**Gate-type map**

(4 px per um)
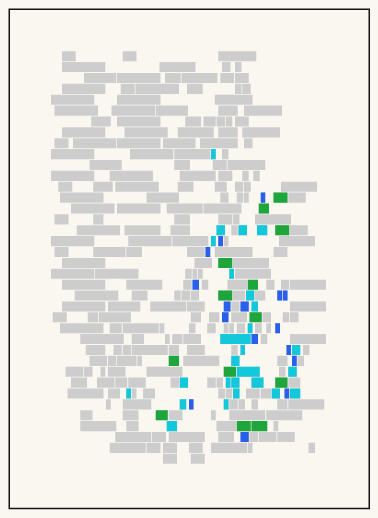
**Wire density map**

(3 px per um) The die is cut into 18 by 25 equal tiles; white is low, dark blue is high, scaled to the fullest tile. Values are wire area over tile area, all layers added.
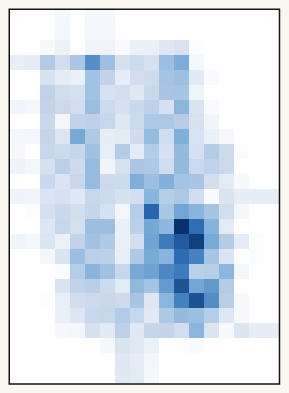
==> config.mk <==
export PLATFORM = sky130hd
export DESIGN_NAME = alpha_uart_tx
export DESIGN_NICKNAME = d
export VERILOG_FILES = /design/src/rtl/alpha_uart_tx_pkg.sv /design/src/rtl/alpha_uart_tx_fifo.sv /design/src/rtl/alpha_uart_tx.sv
export SDC_FILE = /design/constraint.sdc
export NUM_CORES = 1
export LEC_CHECK = 0
export ABC_CLOCK_PERIOD_IN_PS = 3900
export CAP_MARGIN = 20
export CORE_ASPECT_RATIO = 1.5
export CORE_MARGIN = 10
export CORE_UTILIZATION = 46
export DETAILED_ROUTE_END_ITERATION = 10
export GPL_TIMING_DRIVEN = 0
export PLACE_DENSITY = 0.6
export SYNTH_ARGS = -nofsm -noshare
export SYNTH_HDL_FRONTEND = slang
export SYNTH_SLANG_ARGS = --single-unit
==> constraint.sdc <==
create_clock -name clk -period 3.9 [get_ports clk]
set_input_delay 0.78 -clock clk [delete_from_list [all_inputs] [get_ports clk]]
set_output_delay 0.78 -clock clk [all_outputs]
set_load 0.05 [all_outputs]
==> src/rtl/alpha_uart_tx_pkg.sv <==
// alpha_uart_tx shared definitions: ASCII codes,
// FSM encodings and frame geometry.
package alpha_uart_tx_pkg;

  localparam logic [7:0] ASCII_A  = 8'h61;
  localparam logic [7:0] ASCII_B  = 8'h62;
  localparam logic [7:0] ASCII_C  = 8'h63;
  localparam logic [7:0] ASCII_CR = 8'h0D;
  localparam logic [7:0] ASCII_LF = 8'h0A;

  localparam int FRAME_BITS = 10;

  typedef enum logic [1:0] {
    ST_IDLE  = 2'd0,
    ST_START = 2'd1,
    ST_DATA  = 2'd2,
    ST_STOP  = 2'd3
  } tx_state_t;

  function automatic int baud_div(input int clk_hz, input int baud);
    return clk_hz / baud;
  endfunction

endpackage

==> src/rtl/alpha_uart_tx_fifo.sv <==
// alpha_fifo: small synchronous character FIFO.
// Read data is registered on pop; a push into a full FIFO is taken only with a pop.
module alpha_fifo
  import alpha_uart_tx_pkg::*;
#(
  parameter int DEPTH = 4,
  parameter int W     = 8
) (
  input  logic                     clk,
  input  logic                     reset_n,
  input  logic                     push,
  input  logic                     pop,
  input  logic [W-1:0]             wdata,
  output logic [W-1:0]             rdata,
  output logic                     full,
  output logic                     empty,
  output logic [$clog2(DEPTH):0]   count
);

  localparam int AW = $clog2(DEPTH);

  logic [W-1:0]  mem [DEPTH];
  logic [AW-1:0] wptr;
  logic [AW-1:0] rptr;
  logic          wr_en;
  logic          rd_en;

  assign full  = (count == (AW+1)'(DEPTH));
  assign empty = (count == '0);
  assign rd_en = pop && !empty;
  assign wr_en = push && (!full || rd_en);

  // storage array, written on every accepted push
  always_ff @(posedge clk) begin
    if (wr_en) mem[wptr] <= wdata;
  end

  // pointers, occupancy and registered read data
  always_ff @(posedge clk or negedge reset_n) begin
    if (!reset_n) begin
      wptr  <= '0;
      rptr  <= '0;
      count <= '0;
      rdata <= '0;
    end else begin
      if (wr_en) wptr <= wptr + AW'(1);
      if (rd_en) begin
        rptr  <= rptr + AW'(1);
        rdata <= mem[rptr];
      end
      if (wr_en && !rd_en)      count <= count + (AW+1)'(1);
      else if (rd_en && !wr_en) count <= count - (AW+1)'(1);
    end
  end

endmodule

==> src/rtl/alpha_uart_tx.sv <==
// alpha_uart_tx: buffered 8N1 transmitter for classifier result characters.
// Define ALPHA_TX_NEWLINE_EN to follow each character with CR LF frames.
module alpha_uart_tx
  import alpha_uart_tx_pkg::*;
#(
  parameter int CLK_HZ     = 100_000_000,
  parameter int BAUD       = 115200,
  parameter int FIFO_DEPTH = 4
) (
  input  logic                          clk,
  input  logic                          reset_n,
  input  logic                          i_valid,
  input  logic [7:0]                    i_alpha,
  output logic                          o_txd,
  output logic                          o_busy,
  output logic                          o_overflow,
  output logic [$clog2(FIFO_DEPTH):0]   o_fifo_count
);

  localparam int DIV = baud_div(CLK_HZ, BAUD);
  localparam int CW  = $clog2(DIV);
  localparam logic [CW-1:0] CNT_TOP = CW'(DIV - 1);

  tx_state_t     state;
  logic [CW-1:0] cnt;
  logic [2:0]    bit_idx;
  logic [7:0]    shift;
  logic [7:0]    tx_byte;
  logic [7:0]    fifo_rdata;
  logic          fifo_full;
  logic          fifo_empty;
  logic          last_frame;
  logic          pop;

`ifdef ALPHA_TX_NEWLINE_EN
  logic [1:0] sfx;
  assign tx_byte = (sfx == 2'd0) ? fifo_rdata :
                   (sfx == 2'd1) ? ASCII_CR : ASCII_LF;
  assign last_frame = (sfx == 2'd2);
`else
  assign tx_byte    = fifo_rdata;
  assign last_frame = 1'b1;
`endif

  assign pop = !fifo_empty &&
               ((state == ST_IDLE) ||
                (state == ST_STOP && cnt == '0 && last_frame));

  assign o_busy = (state != ST_IDLE) || !fifo_empty;

  alpha_fifo #(
    .DEPTH (FIFO_DEPTH),
    .W     (8)
  ) u_fifo (
    .clk     (clk),
    .reset_n (reset_n),
    .push    (i_valid),
    .pop     (pop),
    .wdata   (i_alpha),
    .rdata   (fifo_rdata),
    .full    (fifo_full),
    .empty   (fifo_empty),
    .count   (o_fifo_count)
  );

  // flag a character dropped against a full, non-draining FIFO
  always_ff @(posedge clk or negedge reset_n) begin
    if (!reset_n) o_overflow <= 1'b0;
    else          o_overflow <= i_valid && fifo_full && !pop;
  end

  // frame sequencer: baud counter, bit index, shift register and line
  always_ff @(posedge clk or negedge reset_n) begin
    if (!reset_n) begin
      state   <= ST_IDLE;
      cnt     <= '0;
      bit_idx <= '0;
      shift   <= 8'hFF;
      o_txd   <= 1'b1;
`ifdef ALPHA_TX_NEWLINE_EN
      sfx     <= 2'd0;
`endif
    end else begin
      unique case (state)
        ST_IDLE: begin
          if (!fifo_empty) begin
            state <= ST_START;
            cnt   <= CNT_TOP;
            o_txd <= 1'b0;
          end
        end
        ST_START: begin
          if (cnt == '0) begin
            state   <= ST_DATA;
            cnt     <= CNT_TOP;
            bit_idx <= '0;
            shift   <= {1'b1, tx_byte[7:1]};
            o_txd   <= tx_byte[0];
          end else begin
            cnt <= cnt - CW'(1);
          end
        end
        ST_DATA: begin
          if (cnt == '0) begin
            cnt <= CNT_TOP;
            if (bit_idx == 3'd7) begin
              state <= ST_STOP;
              o_txd <= 1'b1;
            end else begin
              bit_idx <= bit_idx + 3'd1;
              shift   <= {1'b1, shift[7:1]};
              o_txd   <= shift[0];
            end
          end else begin
            cnt <= cnt - CW'(1);
          end
        end
        ST_STOP: begin
          if (cnt == '0) begin
            if (!last_frame || !fifo_empty) begin
              state <= ST_START;
              cnt   <= CNT_TOP;
              o_txd <= 1'b0;
            end else begin
              state <= ST_IDLE;
            end
`ifdef ALPHA_TX_NEWLINE_EN
            sfx <= last_frame ? 2'd0 : sfx + 2'd1;
`endif
          end else begin
            cnt <= cnt - CW'(1);
          end
        end
      endcase
    end
  end

endmodule

==> flow_summary.toml <==
# synthesis and place-and-route metrics
[setup_path]
slowest_delay_ns = 0.44
crit_fanout = 10
cp.arrival_ns = 3.39
path_buffers = 5
ff2ff_setup_slack_ns = 0.75
cp_common_cell = "inv_1"
crit_cells = 12
cpLargestDelayFamily = "adder cells"
end_kind = "flop"
rr_endpoint = "u_fifo.count[1]"
crit_slowest_cell = "or4b_1"
cp-endpoint = "u_fifo.count[1]"

[sta]
setup_tns_ns = 0
fin_crit_ns = 3.15
min_period_over_period_pct = 80.7
rsz0062_at_grt = "false"
fin_ws_ns = 0.753
tightest_slew_ns = 0.866
finalHoldViolCount = 0
max_slew_margin_pct = 42.2

[detailed_routing]
via_per_inst = 5.46
drt-pass1-iter-count = 4
drt_iter0_markers = 87

[power]
p_per_area_mw_per_mm2 = 473
switching_share_pct = 30.4
peakVddDrop_uv = 315
pwr-share-clk_pct = 30.8

[clock_tree]
path_clk_slew_ns = 0.08
clockRootBuffer = "clkbuf_8"
clockBufferDepth = 2
htreeDepth = 3
cts_setup_buffers = 0
clk_latency_ns = 0.36

[floorplanning]
die_width_um = 89.6
fp.dieH_um = 124
fp_util_pct = 46.6
die_area_mm2 = 0.0112

[place]
post-place-ws_ns = 0.769
numPortBuffers = 16
hpwl_um = 4280
gp_congestion = 0.838

[status]
status = "finished, final reports clean"

[synthesis]
edf_count = 32
synth_area_mm2 = 0.00334
synth_top_cell_by_count = "edfxtp_1"
synthCells = 249
postSynthSeqShare_pct = 58.2
ys_area_mm2 = 0.00334
async_flop_share_pct = 54.9
yosys_cells = 249
netlist.area_leader.share_pct = 28.7

[flow_run]
warning_count = 34

[global_routing]
grt_pass1_vias = 2133

[worst_hold_path]
hold_path_class = "flop to flop"
## Picture notes: 'gate-type map'
legend:
  blue:
    family: NAND gates
    cells: 16
  cyan:
    family: NOR gates
    cells: 26
  green:
    family: AND-OR and OR-AND gates
    cells: 13
Comb/total area: 34.4%
Non-Filler Instances: 381

## Picture notes: 'wire density map'
densest ninth of the die: middle
nearly empty tiles: 36%
emptiest ninth of the die: top right
fullest tile: 0.52
tiles over half the peak: 5.3%
mean over tiles: 0.085
wire length per cell: 15.8 um
via count of the routed design: 2,079
aggregate global-route resource usage: 11.8%
Post-Route WL: 6010 um

layer usage:
metal / up-vias / wire length [um] / global-route usage [%]
li1: 1002 / - / -
met1: 1020 / 2510 / 12.9
met2: 38 / 3090 / 19.4
met3: 19 / 203 / 3.21
met4: 0 / 199 / 7.14
met5: - / 0 / 0
state kept, by name, indices dropped and copies added (netlist names):
name / flops
u_fifo.mem: 32
cnt: 10
u_fifo.rdata: 8
shift: 7
bit_idx: 3
u_fifo.count: 3
state: 2
u_fifo.rptr: 2
u_fifo.wptr: 2
o_overflow: 1
o_txd: 1
cell families after synthesis:
kind of cell / Yosys count / share of synthesized area [%]
flip-flops: 71 / 58.2
AND/OR/NAND/NOR: 57 / 10.4
AND-OR/OR-AND: 55 / 10.8
multiplexers: 24 / 10.5
buffers and inverters: 21 / 2.62
adder cells (fa/ha/maj): 15 / 5.84
XOR/XNOR: 6 / 1.57
metrics by stage:
| step | instances | utilization [%] | power, mW | cell area [um2] |
|---|---|---|---|---|
| 6_report | 381 | 53.1 | 1.80 | 3810 |
| 5_1_grt | 381 | 53.1 | 1.90 | 3810 |
| 4_1_cts | 381 | 53.1 | 1.83 | 3810 |
| 3_5_place_dp | 365 | 50.5 | 1.28 | 3620 |
| 3_3_place_gp | 365 | 50.6 | 1.27 | 3630 |
| 2_1_floorplan | 249 | - | 1.16 | 3340 |
worst register-to-register path: stages (launching register included):
cell	delay, ns
dfrtp_1	0.43
inv_1	0.11
ha_1	0.18
or4b_1	0.44
buf_2	0.19
nor4_4	0.33
o21a_1	0.16
buf_4	0.18
inv_1	0.06
ha_1	0.21
inv_1	0.07
fa_1	0.40
mux2_2	0.27
power by group through the flow:
stage	registers, mW	logic [mW]	clock network (mW)
2_1_floorplan	1.01	0.152	0
3_5_place_dp	0.957	0.321	0
3_3_place_gp	0.954	0.317	0
6_report	0.938	0.309	0.555
5_1_grt	0.951	0.345	0.607
4_1_cts	0.941	0.321	0.572
area by class of cell:
class	count	area, um2
flip-flops and latches	71	1950
repair buffers	16	155
fillers	617	3370
clock buffers	9	124
well taps	100	125
multi-input cells	157	1310
plain buffers	10	46.3
inverters	11	41.3
clock inverters	7	63.8
placed cells by master (no fill, tap or decap), types with 8 or more instances in the layout:
| master | synthesis | final |
|---|---|---|
| edfxtp_1 | 32 | 32 |
| dfrtp_1 | 31 | 31 |
| clkdlybuf4s50_1 | 0 | 15 |
| ha_1 | 14 | 14 |
| a31oi_1 | 13 | 13 |
| a21oi_1 | 13 | 13 |
| inv_1 | 11 | 11 |
| nand2_1 | 10 | 10 |
| o21ai_0 | 9 | 9 |
| clkbuf_8 | 0 | 9 |
| nor2_1 | 8 | 8 |
| mux4_2 | 8 | 8 |
| mux2_1 | 8 | 8 |
| dfstp_2 | 8 | 8 |
Power is estimated from default activity; no workload was simulated.
